## src/rtl/seg_scan_ctrl_if.sv

```systemverilog
// Bundle between the display scan scheduler and its surroundings: the two
// display sources with their select/hold controls, and the scan outputs that
// feed the anode drivers and the hex-to-segment decoder.
interface seg_scan_ctrl_if;
    logic [15:0] value_a;      // display source 0
    logic [15:0] value_b;      // display source 1
    logic        sel_b;        // 1 selects value_b at the capture edge
    logic        hold;         // 1 keeps the latched value at the capture edge
    logic [3:0]  enable;       // active-low anode enables
    logic [3:0]  digit_nibble; // nibble of the addressed digit
    logic [1:0]  digit_idx;    // digit currently addressed
    logic        frame_done;   // one-cycle pulse after each capture edge
    logic        blanking;     // 1 while in the inter-digit gap

    // Side that supplies the sources and consumes the scan outputs
    modport master (
        output value_a, value_b, sel_b, hold,
        input  enable, digit_nibble, digit_idx, frame_done, blanking
    );

    // Scan scheduler side
    modport slave (
        input  value_a, value_b, sel_b, hold,
        output enable, digit_nibble, digit_idx, frame_done, blanking
    );
endinterface

```

## src/rtl/seg_scan_ctrl.sv

```systemverilog
// Scan scheduler for a 4-digit multiplexed 7-segment display.
// Alternates a BLANK gap (all anodes off) and a SHOW phase per digit. The
// displayed 16-bit value is latched only when digit 3 hands over to digit 0,
// so a frame never mixes two source values.
// Optional feature: define SEG_LZB_EN for leading-zero blanking (upper digits
// whose value and everything above them are zero stay dark; digit 0 always lit).
module seg_scan_ctrl #(
    parameter int unsigned DIV   = 50000, // SHOW length per digit in clocks, >= 2
    parameter int unsigned BLANK = 4      // gap length between digits in clocks, >= 1
) (
    input logic            internal_clk,
    input logic            rst_n,
    seg_scan_ctrl_if.slave bus
);

    localparam int unsigned PW = (DIV > 1) ? $clog2(DIV) : 1;
    localparam int unsigned BW = (BLANK > 1) ? $clog2(BLANK) : 1;

    localparam logic [PW-1:0] PCNT_LAST = PW'(DIV - 1);
    localparam logic [BW-1:0] BCNT_LAST = BW'(BLANK - 1);
    localparam logic [PW-1:0] PCNT_ONE  = PW'(1);
    localparam logic [BW-1:0] BCNT_ONE  = BW'(1);

    typedef enum logic {StBlank, StShow} state_e;

    state_e        state_q;
    logic [BW-1:0] bcnt_q;
    logic [PW-1:0] pcnt_q;
    logic [1:0]    idx_q;
    logic [15:0]   latched_q;
    logic [3:0]    enable_q;
    logic          frame_done_q;
    logic          blanking_q;

    logic [1:0]    idx_next;
    logic          capture;
    logic [15:0]   latched_next;
    logic [3:0]    enable_next;

    // Values loaded at the BLANK->SHOW edge: next digit, capture decision, anode pattern
    always_comb begin
        idx_next     = idx_q + 2'd1;
        // Wrapping 3 -> 0 is the frame boundary
        capture      = (idx_q == 2'd3);
        latched_next = latched_q;
        if (capture && !bus.hold) begin
            latched_next = bus.sel_b ? bus.value_b : bus.value_a;
        end
        enable_next  = ~(4'b0001 << idx_next);
`ifdef SEG_LZB_EN
        // Uses the value that will be latched, so a digit never lights from stale data
        unique case (idx_next)
            2'd1:    if (latched_next[15:4]  == 12'h000) enable_next = 4'b1111;
            2'd2:    if (latched_next[15:8]  == 8'h00)   enable_next = 4'b1111;
            2'd3:    if (latched_next[15:12] == 4'h0)    enable_next = 4'b1111;
            default: ;
        endcase
`endif
    end

    // Scan FSM: counters, digit sequencing, frame capture and registered outputs
    always_ff @(posedge internal_clk or negedge rst_n) begin
        if (!rst_n) begin
            state_q      <= StBlank;
            bcnt_q       <= '0;
            pcnt_q       <= '0;
            idx_q        <= 2'd3;
            latched_q    <= 16'h0000;
            enable_q     <= 4'b1111;
            frame_done_q <= 1'b0;
            blanking_q   <= 1'b1;
        end else begin
            frame_done_q <= 1'b0;
            case (state_q)
                StBlank: begin
                    if (bcnt_q == BCNT_LAST) begin
                        state_q    <= StShow;
                        bcnt_q     <= '0;
                        idx_q      <= idx_next;
                        enable_q   <= enable_next;
                        blanking_q <= 1'b0;
                        if (capture) begin
                            frame_done_q <= 1'b1;
                            latched_q    <= latched_next;
                        end
                    end else begin
                        bcnt_q <= bcnt_q + BCNT_ONE;
                    end
                end
                StShow: begin
                    if (pcnt_q == PCNT_LAST) begin
                        state_q    <= StBlank;
                        pcnt_q     <= '0;
                        enable_q   <= 4'b1111;
                        blanking_q <= 1'b1;
                    end else begin
                        pcnt_q <= pcnt_q + PCNT_ONE;
                    end
                end
                default: begin
                    state_q    <= StBlank;
                    enable_q   <= 4'b1111;
                    blanking_q <= 1'b1;
                end
            endcase
        end
    end

    // Decoder feed follows the addressed digit in both phases
    always_comb begin
        bus.digit_nibble = latched_q[{idx_q, 2'b00} +: 4];
    end

    assign bus.enable     = enable_q;
    assign bus.digit_idx  = idx_q;
    assign bus.frame_done = frame_done_q;
    assign bus.blanking   = blanking_q;

`ifndef SYNTHESIS
    // Two anodes on together would short two digits onto the same segments
    a_one_anode: assert property (@(posedge internal_clk) disable iff (!rst_n)
        $countones(~enable_q) <= 1);
`endif

endmodule
```

## src/flat_wrapper.sv

```systemverilog
// flat-port wrapper written by rule: the top's interface ports become plain ports
module seg_scan_ctrl_flat 
#(
    parameter int unsigned DIV   = 50000,                                         
    parameter int unsigned BLANK = 4                                                  
)
  (internal_clk, rst_n, bus_value_a, bus_value_b, bus_sel_b, bus_hold, bus_enable, bus_digit_nibble, bus_digit_idx, bus_frame_done, bus_blanking);
  seg_scan_ctrl_if bus_i ();
  input logic internal_clk;
  input logic rst_n;
  input wire logic [$bits(bus_i.value_a)-1:0] bus_value_a;
  input wire logic [$bits(bus_i.value_b)-1:0] bus_value_b;
  input wire logic [$bits(bus_i.sel_b)-1:0] bus_sel_b;
  input wire logic [$bits(bus_i.hold)-1:0] bus_hold;
  output wire logic [$bits(bus_i.enable)-1:0] bus_enable;
  output wire logic [$bits(bus_i.digit_nibble)-1:0] bus_digit_nibble;
  output wire logic [$bits(bus_i.digit_idx)-1:0] bus_digit_idx;
  output wire logic [$bits(bus_i.frame_done)-1:0] bus_frame_done;
  output wire logic [$bits(bus_i.blanking)-1:0] bus_blanking;
  assign bus_i.value_a = bus_value_a;
  assign bus_i.value_b = bus_value_b;
  assign bus_i.sel_b = bus_sel_b;
  assign bus_i.hold = bus_hold;
  assign bus_enable = bus_i.enable;
  assign bus_digit_nibble = bus_i.digit_nibble;
  assign bus_digit_idx = bus_i.digit_idx;
  assign bus_frame_done = bus_i.frame_done;
  assign bus_blanking = bus_i.blanking;
  seg_scan_ctrl #(.DIV(DIV), .BLANK(BLANK)) u_core (.internal_clk(internal_clk), .rst_n(rst_n), .bus(bus_i));
endmodule
```

## config.mk

```make
export PLATFORM = sky130hd
export DESIGN_NAME = seg_scan_ctrl_flat
export DESIGN_NICKNAME = d
export VERILOG_FILES = /design/src/rtl/seg_scan_ctrl_if.sv /design/src/rtl/seg_scan_ctrl.sv /design/src/flat_wrapper.sv
export SDC_FILE = /design/constraint.sdc
export NUM_CORES = 1
export LEC_CHECK = 0
export ABC_AREA = 1
export CAP_MARGIN = 20
export CORE_MARGIN = 3
export CORE_UTILIZATION = 35
export CTS_CLUSTER_DIAMETER = 100
export DETAILED_ROUTE_END_ITERATION = 7
export HOLD_SLACK_MARGIN = 0.08
export SYNTH_ARGS = -nofsm -noshare
export SYNTH_HDL_FRONTEND = slang
export SYNTH_SLANG_ARGS = --single-unit
```

## constraint.sdc

```tcl
create_clock -name internal_clk -period 1.6 [get_ports internal_clk]
set_input_delay 0.32 -clock internal_clk [delete_from_list [all_inputs] [get_ports internal_clk]]
set_output_delay 0.32 -clock internal_clk [all_outputs]
set_load 0.01 [all_outputs]
```

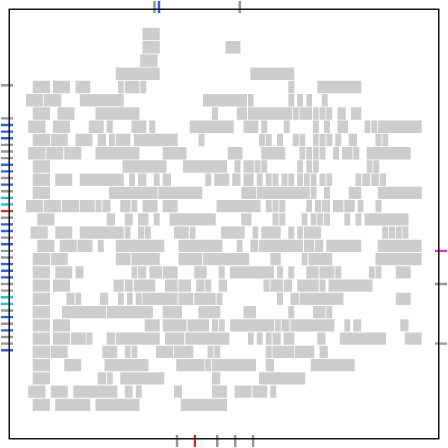
run_1/io_placement.png
Pins as bars across the die edge, other pins in gray.
- bus_blanking: magenta (pins 1; direction output; edge right)
- bus_digit_idx: red (pins 2; direction output; edge 1 bottom, 1 left)
- bus_digit_nibble: cyan (pins 4; direction output; edge left)
- bus_value_b: blue (pins 16; direction input; edge 15 left, 1 top)
- all pins by edge: 37 left, 5 bottom, 3 right, 3 top

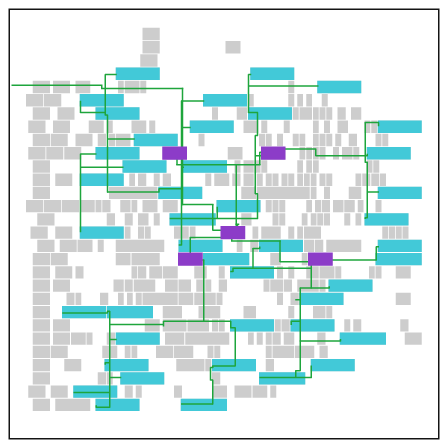
run_1/clk_routes.png
- clock wires: green (length 603 um)
- flip-flops: cyan (count 43)
- clock drivers: purple (count 5)
- flops lie: all over the die
Clock Latency Late Sink: 0.29 ns
Clk network pwr share: 0.395

==> results_dict.tcl, run 1 <==
# flow metrics
set metrics [dict create \
    status "finished, violations left" \
    violations "negative setup slack" \
    worstPathMaxFanout 8 \
    die_h_um 87.9 \
    ys_area_sq_um 2350 \
    yosysTopAreaCell "dfrtp_1" \
    worst_slew_pin_slew_ns 0.390 \
    fp.dieW_um 87.9 \
    grt_usage 0.146 \
    reg2reg_from "u_core.bus.digit_idx[0]" \
    area_growth_pct 36.2 \
    diodes 0 \
    p_leak_nw 1.51 \
    grt_pass1_wl_um 8830 \
    timing_worst_setup_path_type "reg -> out" \
    logic_area_sq_um 1150 \
    setup_ws_ns -0.130 \
    setup_viol 20 \
    seq_power_share 0.508 \
    ys_cells 276 \
    gr-total-overflow 0 \
    wl_per_cell_um 12.5 \
    hold_class "reg -> reg" \
    syn-instance-count 276 \
    avgSynthCellArea_sq_um 8.50 \
    endpoint_kind "output pin" \
    top_cell_area_share 0.384 \
    row_count 29 \
    fmax_ghz 0.578 \
    setup.worst_path.start_class "flop" \
    cellInternalPower_mw 1.75 \
    rr_endpoint "u_core.latched_q[2]" \
    period_needed_ns 1.73 \
    swShare 0.217 \
    grt_max_degree 21 \
    viasPerCell 4.72 \
    p_sw_mw 0.485 \
    portBuffers 47 \
    r2r_slack_ns -0.02 \
    nets 381 \
    cts_buffers 5 \
    fin_crit_sh 1.08 \
    cts_tree "yes" \
    critical_path_arrival_ns 1.41 \
    layout_top_cell "nand2_1" \
    gp_congestion 0.830 \
    cp.required_ns 1.28 \
]
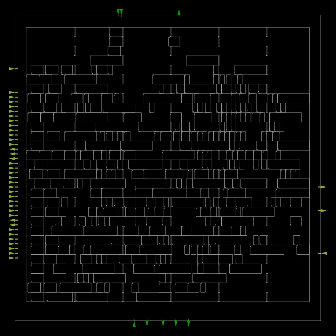
run_1/placement.png
Tapcell Cnt: 77
sequential cells: 43

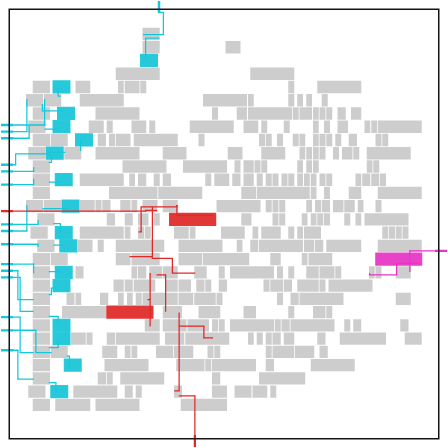
run_1/io_fan.png
- bus_digit_idx: red (direction output; edge 1 bottom, 1 left; end cells 2; buffers 4; wire 139 um)
- bus_value_b: cyan (direction input; edge 15 left, 1 top; end cells 16; buffers 16; wire 197 um)
- bus_blanking: magenta (direction output; edge right; end cells 1; buffers 1; wire 22.4 um)

run 1: synthesized netlist by cell type:
| cell type | instances |
|---|---|
| a21oi_1 | 8 |
| a21boi_0 | 1 |
| o22ai_1 | 4 |
| clkinv_1 | 1 |
| xor2_1 | 5 |
| nor2_2 | 2 |
| or2_2 | 3 |
| buf_6 | 2 |
| o21bai_1 | 1 |
| a21oi_2 | 10 |
| nand4_1 | 3 |
| dfrtp_1 | 36 |
| nor2_4 | 1 |
| inv_1 | 20 |
| nand3_1 | 12 |
| nand2_4 | 1 |
| nand2_2 | 3 |
| nand3_2 | 1 |
| ha_1 | 6 |
| buf_2 | 2 |
| inv_2 | 2 |
| buf_4 | 4 |
| nor3_4 | 1 |
| mux2i_1 | 16 |
| nor2_1 | 53 |
| o21ai_0 | 12 |
| nand2_1 | 57 |
| xnor2_1 | 1 |
| a31oi_1 | 1 |
| dfstp_2 | 7 |
run 1: logic make-up (layout without fill, tap and decap cells):
kind of cell	Yosys count	count (layout)	synth area share
AOI/OAI and AO/OA	37	37	0.0997
xor gates and xnor gates	6	6	0.0224
adders and majority gates	6	6	0.0320
buffers and inverters	31	95	0.0635
DFF	43	43	0.462
muxes	16	16	0.0683
and+or+nand+nor	137	137	0.252
run 1: worst max-delay path: stages, from the launching register on:
cell     delay [ns]
dfstp_2        0.60
buf_12         0.14
o21ai_2        0.05
o22ai_1        0.16
buf_2          0.16
run 1: what timing repair did:
| item | 4_1_cts | 5_1_grt |
|---|---|---|
| endpoints found under the hold margin | 11 | 0 |
| resized | 38 | 11 |
| pin swaps | 0 | 9 |
| setup endpoints to repair | 27 | 21 |
| gates cloned | 2 | 0 |
| setup buffers | 3 | 0 |
| hold buffers | 1 | 0 |
run 1: state kept, by name, indices dropped and copies added, names as in the netlist:
name and cells:
u_core.bus.blanking 1, u_core.bus.enable 4, u_core.latched_q 16, u_core.bcnt_q 2, u_core.state_q 1, u_core.bus.frame_done 1
u_core.pcnt_q 16, u_core.bus.digit_idx 2
run 1: layer usage:
metal / vias up / global-route usage / wire length (um)
met4: 0 / 0.0293 / 38
li1: 1014 / - / -
met2: 53 / 0.253 / 2500
met5: - / 0 / 0
met3: 5 / 0.0470 / 311
met1: 896 / 0.178 / 2350
run 1: through the flow:
step	worst slack, ns	hold WS, ns	util	instances	cell area (sq um)
2_1_floorplan	0.0324	0.0244	-	276	2350
3_3_place_gp	-0.220	0.266	0.465	404	2990
3_5_place_dp	-0.266	0.266	0.465	404	2990
4_1_cts	-0.173	0.471	0.496	418	3190
5_1_grt	-0.214	0.504	0.498	417	3200
6_report	-0.130	0.469	0.498	417	3200
run 1: power by group through the flow:
stage               clock network, mW  registers [mW]  logic, mW
floorplan                           0            1.15     0.0839
global placement                    0            1.15      0.225
detailed placement                  0            1.15      0.226
CTS                             0.919            1.13      0.222
global route                    0.954            1.14      0.240
finish                          0.884            1.14      0.218
run 1: cell type report:
type                    instances  area share
flip-flops and latches         43       0.339
repair buffers                 64       0.204
multi-input cells             202       0.361
inverters                      23      0.0286
clock inverters                 2      0.0110
clock buffers                   6      0.0258
well taps                      77      0.0301
## Run 2: what changed since run 1
Settings changed: CAP_MARGIN 20 to default.
==> run 2 against run 1 <==
The flow still finishes with violations (negative setup slack). Critical path type unchanged. Design area stayed put. Global-route usage did not move. Combinational power about the same. Non-clock buffer count stayed put. Fmax unchanged. Via count unchanged. Critical endpoint unchanged. Utilization stayed put. Clock power is essentially flat. Register-to-register slack about the same. Highest routed layer unchanged. Power unchanged. Synthesized cell count unchanged. Count of clock-buffer cells in the layout is the same.
==> results_dict.tcl, run 2 <==
# flow metrics
set metrics [dict create \
    clkSinkCount 43 \
    viasPerCell 4.72 \
    ys_area_sq_um 2350 \
    io_pins 48 \
    crit_slowest_cell "dfstp_2" \
    layout_top_cell "nand2_1" \
    portBuffers 47 \
    clk_pin_slew_ns 0.08 \
    p_leak_nw 1.51 \
    hold_class "reg -> reg" \
    area_growth_pct 36.2 \
    nets 381 \
    gr-total-overflow 0 \
    wl_per_cell_um 12.5 \
    yosys.cell_types.count 30 \
    max_stage_delay_ns 0.60 \
    ys_cells 276 \
    setup_viol 20 \
    hold_violations 0 \
    crit_chain "buf_12 > o21ai_2 > o22ai_1 > buf_2" \
    drt.antenna.violating_nets 0 \
    grt_pass1_wl_um 8830 \
    cts_tree "yes" \
    postPlaceCellArea_sq_um 2990 \
    critical_path_arrival_ns 1.41 \
    netlist_area_sq_um 2350 \
    worstPathMaxFanout 8 \
    n_fill_cell 633 \
    worst_slew_pin_slew_ns 0.390 \
    worstSkewPairLatency_ns 0.29 \
    gp_congestion 0.830 \
    drt-initial-drc-count 65 \
    top_cell_area_share 0.384 \
    setup.worst_path.start_class "flop" \
    endpoint_kind "output pin" \
    core_area_sq_um 6420 \
    avgSynthCellArea_sq_um 8.50 \
    clock_skew_ns 0.00456 \
    cts_max_level 2 \
    diodes 0 \
    cp_num_buf_inv 2 \
    syn-num-nets 318 \
    drv_cap 0 \
    utilization 0.498 \
    die_h_um 87.9 \
    row_count 29 \
    period_needed_ns 1.73 \
    warnings 31 \
    ff_type "dfrtp_1" \
    edf_count 0 \
    firstDrtPassIters 4 \
    seq_area_frac_synth 0.462 \
    wirelength_um 5200 \
    cp.required_ns 1.28 \
    syn-instance-count 276 \
    grt_pass1_vias 1933 \
    yosysTopAreaCell "dfrtp_1" \
    setup_ws_ns -0.130 \
    top_cells_by_count "nand2_1, nor2_1, dfrtp_1" \
    cts_buffers 5 \
    fmax_ghz 0.578 \
    critPathTopFamily "flip-flops" \
    grt_max_degree 21 \
    synthArstFlopShare 1.00 \
    antenna_found_initial 0 \
    timing_worst_setup_path_type "reg -> out" \
    violations "negative setup slack" \
    stdcell_area_sq_um 3200 \
    fin_crit_sh 1.08 \
    fp.dieW_um 87.9 \
    synth.most_common_cell "nand2_1" \
    status "finished, violations left" \
    vias 1968 \
    grt_usage 0.146 \
    power.density_nw_per_um2 700 \
    drive_above_1_share 0.206 \
]
## run 2: where the power goes
| group | switching, mW | leakage (nW) | internal [mW] |
|---|---|---|---|
| clock | 0.379 | 0.0612 | 0.505 |
| sequential | 0.0210 | 0.524 | 1.12 |
| combinational | 0.0851 | 0.923 | 0.133 |
| total | 0.485 | 1.51 | 1.75 |
## run 2: cell families (layout without fill, tap and decap cells)
family,Yosys count,count (layout),synth area share
mux,16,16,0.0683
xor+xnor,6,6,0.0224
buf+inv,31,95,0.0635
flops,43,43,0.462
compound gates,37,37,0.0997
fa+ha+maj,6,6,0.0320
simple gates,137,137,0.252
## run 2: what timing repair did
action,4_1_cts,5_1_grt
endpoints found under the hold margin,11,0
setup endpoints to repair,27,21
hold buffers,1,0
pin swaps,0,9
cloned,2,0
resized,38,11
buffers inserted,3,0
## run 2: layer usage
layer | wire [um] | GRT usage | up-vias
met4 | 38 | 0.0293 | 0
met2 | 2500 | 0.253 | 53
met3 | 311 | 0.0470 | 5
li1 | - | - | 1014
met1 | 2350 | 0.178 | 896
met5 | 0 | 0 | -
## run 2: final timing paths
path | from | depth (start not counted) | to | slack [ns]
max in group asynchronous | rst_n | 3 | u_core.bus.enable[2] | 0.57
min in group asynchronous | rst_n | 2 | u_core.pcnt_q[14] | 0.48
worst max register to register | u_core.bus.digit_idx[0] | 8 | u_core.latched_q[2] | -0.02
worst min-delay path | u_core.bus.blanking | 2 | u_core.bus.blanking | 0.47
worst min register to register | u_core.bus.blanking | 2 | u_core.bus.blanking | 0.47
worst max-delay path | u_core.bus.digit_idx[0] | 4 | bus_digit_nibble[2] | -0.13
## run 2: layout make-up
| class | instances | area, sq um | share of cell area |
|---|---|---|---|
| repair buffers | 64 | 652 | 0.204 |
| flip-flops and latches | 43 | 1080 | 0.339 |
| clock inverters | 2 | 35.0 | 0.0110 |
| well taps | 77 | 96.3 | 0.0301 |
| clock buffers | 6 | 82.6 | 0.0258 |
| multi-input cells | 202 | 1150 | 0.361 |
| inverters | 23 | 91.3 | 0.0286 |
## run 2: metrics by stage
step                worst slack, ns  power [mW]  TNS, ns  hold slack, ns  instances
floorplan                    0.0324        1.23        0          0.0244        276
global placement             -0.220        1.38   -0.869           0.266        404
detailed placement           -0.266        1.38    -1.01           0.266        404
CTS                          -0.173        2.28    -1.76           0.471        418
global route                 -0.214        2.33    -2.37           0.504        417
finish                       -0.130        2.24   -0.763           0.469        417
## run 2: worst reg2reg max path, stage by stage (launching register included)
cell and delay (ns):
dfstp_2 0.60, buf_4 0.13, buf_6 0.10, ha_4 0.13, inv_2 0.04, nor3_4 0.15, buf_6 0.16, buf_16 0.14
a21oi_2 0.05
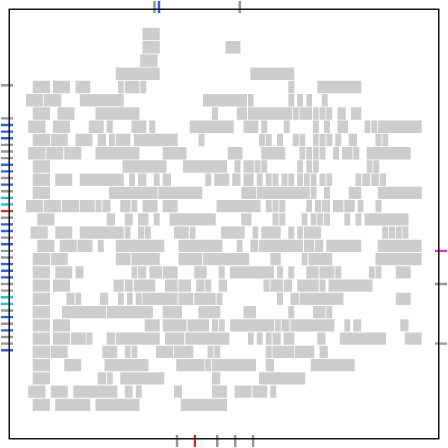
run_2/io_placement.png
Pins as bars across the die edge, other pins in gray.
- bus_value_b: blue (pins 16; direction input; edge 15 left, 1 top)
- bus_digit_nibble: cyan (pins 4; direction output; edge left)
- bus_blanking: magenta (pins 1; direction output; edge right)
- bus_digit_idx: red (pins 2; direction output; edge 1 bottom, 1 left)

## Run 3: what changed since run 2
Settings changed: CORE_UTILIZATION 35 to 51, PLACE_DENSITY from default to 0.79.
Clock period 1.6 ns to 1.7 ns, I/O delays scaled along.
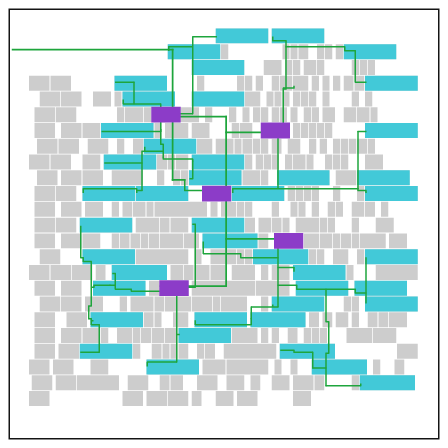
run_3/clk_routes.png
- clock drivers: purple (count 5)
- flip-flops: cyan (count 43)
- clock wires: green (length 508 um)
- routed clock nets: 6
Clk network pwr share: 0.385
clk_skew: 0.00525 ns
clock network power: 0.797 mW

==> run 3 against run 2 <==
The flow still finishes with violations (negative setup slack). Global-route usage is 5.5 points higher. Die area is 29% lower. Worst setup slack better by 0.020 ns. Register-to-register slack worse by 0.05 ns. Utilization is 23 points higher. Design area is 0.20% lower. Clock power is 9.8% lower. Sequential share of layout area is 0.067 points higher. Combinational power is 5% lower. Flip-flop count stayed put. Sequential power is 6% lower. Critical endpoint is now bus_digit_nibble[3]. Largest cell class unchanged. Largest power group unchanged.
==> results_dict.tcl, run 3 <==
# flow metrics
set metrics [dict create \
    area_growth_pct 35.9 \
    cp.required_ns 1.36 \
    period_needed_ns 1.81 \
    reg2reg_from "u_core.bus.digit_idx[0]" \
    row_count 24 \
    combPwrFrac 0.100 \
    setup_ws_ns -0.110 \
    rr_endpoint "u_core.latched_q[14]" \
    logic_area_sq_um 1140 \
    drt-initial-drc-count 101 \
    fp.dieW_um 73.8 \
    hold_start "u_core.bcnt_q[0]" \
    power.density_nw_per_um2 649 \
    fin_hold_ws_ns 0.478 \
    edf_count 0 \
    grt_pass1_wl_um 8470 \
    status "finished, violations left" \
    die_h_um 73.8 \
    warnings 31 \
    drt.antenna.violating_nets 0 \
    p_sw_mw 0.458 \
    nets 385 \
    stdcell_area_sq_um 3190 \
    violations "negative setup slack" \
    drv_cap 0 \
    place_ws_ns -0.205 \
    avgSynthCellArea_sq_um 8.50 \
    io_pins 48 \
    core_area_sq_um 4380 \
    worstPathMaxFanout 7 \
    r2r_slack_ns -0.07 \
    antenna_found_initial 0 \
    yosysTopAreaCell "dfrtp_1" \
    critical_path_arrival_ns 1.47 \
    cts_max_level 2 \
    seq_area_frac_synth 0.462 \
    fmax_ghz 0.552 \
    cts_tree "yes" \
    swShare 0.221 \
    setup_viol 20 \
    syn-instance-count 276 \
    rr_worst_depth 9 \
    synth.most_common_cell "nand2_1" \
    worstHoldPathCells 1 \
    firstDrtPassIters 4 \
    hold_violations 0 \
    seq_power_share 0.515 \
    syn-num-nets 318 \
    vias 2058 \
    utilization 0.727 \
    final.setup.tns_ns -1.08 \
    grt_usage 0.201 \
    diodes 0 \
    clkSinkCount 43 \
]
run 3: logic make-up (layout without fill, tap and decap cells):
family                     count (synthesis)  after routing  share of synthesized area
xor gates and xnor gates                   6              6                     0.0224
buffers and inverters                     31             99                     0.0635
muxes                                     16             16                     0.0683
AOI/OAI and AO/OA                         37             37                     0.0997
and+or+nand+nor                          137            137                      0.252
adders and majority gates                  6              6                     0.0320
DFF                                       43             43                      0.462
run 3: power groups by stage:
stage	clock [mW]	sequential (mW)	combinational (mW)
finish	0.797	1.07	0.207
global route	0.844	1.07	0.229
CTS	0.801	1.07	0.207
detailed placement	0	1.08	0.212
global placement	0	1.08	0.206
floorplan	0	1.08	0.0789
run 3: per-stage QoR:
stage               total power, mW  instances
finish                         2.07        396
detailed placement             1.30        377
global placement               1.29        377
global route                   2.14        396
floorplan                      1.16        276
CTS                            2.07        391
run 3: critical path: stages, from the launching register on:
cell      delay, ns
dfstp_2        0.61
clkinv_4       0.10
buf_4          0.15
nor2_2         0.08
o22ai_1        0.08
buf_2          0.14
run 3: final cells by class:
type	instances	area share
repair buffers	68	0.218
clock buffers	6	0.0228
well taps	52	0.0204
inverters	23	0.0286
clock inverters	2	0.0118
flip-flops and latches	43	0.340
multi-input cells	202	0.358
run 3: how the worst max path moves through the flow:
stage | start | to | slack, ns | cells past startpoint
2_1_floorplan | u_core.bus.digit_idx[0] | bus_digit_nibble[0] | 0.11 | 4
3_3_place_gp | u_core.bus.digit_idx[0] | bus_digit_nibble[1] | -0.13 | 4
3_5_place_dp | u_core.bus.digit_idx[0] | bus_digit_nibble[2] | -0.21 | 4
4_1_cts | u_core.bus.digit_idx[0] | bus_digit_nibble[0] | -0.08 | 5
5_1_grt | u_core.bus.digit_idx[0] | bus_digit_nibble[3] | -0.18 | 5
6_report | u_core.bus.digit_idx[0] | bus_digit_nibble[3] | -0.11 | 5
run 3: layer usage:
| layer | track usage | share of wire |
|---|---|---|
| met1 | 0.257 | 0.42 |
| met2 | 0.326 | 0.51 |
| met3 | 0.0561 | 0.056 |
| met4 | 0.0684 | 0.021 |
| met5 | 0 | 0 |
run 3: repair_timing:
| item | in CTS | in global routing |
|---|---|---|
| pin swaps | 1 | 2 |
| hold endpoints to repair | 10 | 0 |
| gates resized | 35 | 12 |
| setup buffers | 5 | 2 |
| hold buffers | 1 | 0 |
| gates cloned | 0 | 3 |
| endpoints found under the setup margin | 11 | 21 |

==> screenshots <==
Metal layers overlaid.
The bar under the picture is 20 um long.
panel A
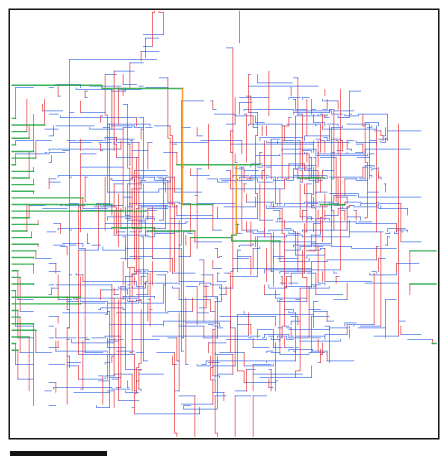
panel B
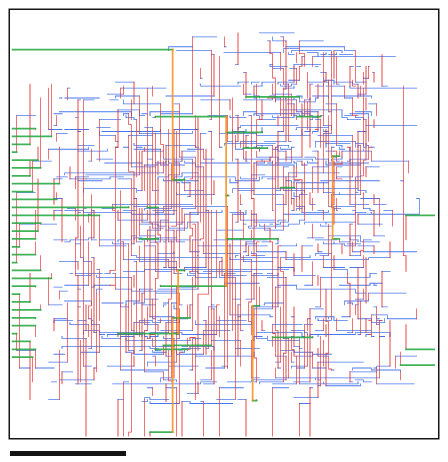
run 3 -> panel B
run 1 -> panel A
Of these, largest die: panel A

Power figures rest on the tool's default switching activity, not on a simulated workload.
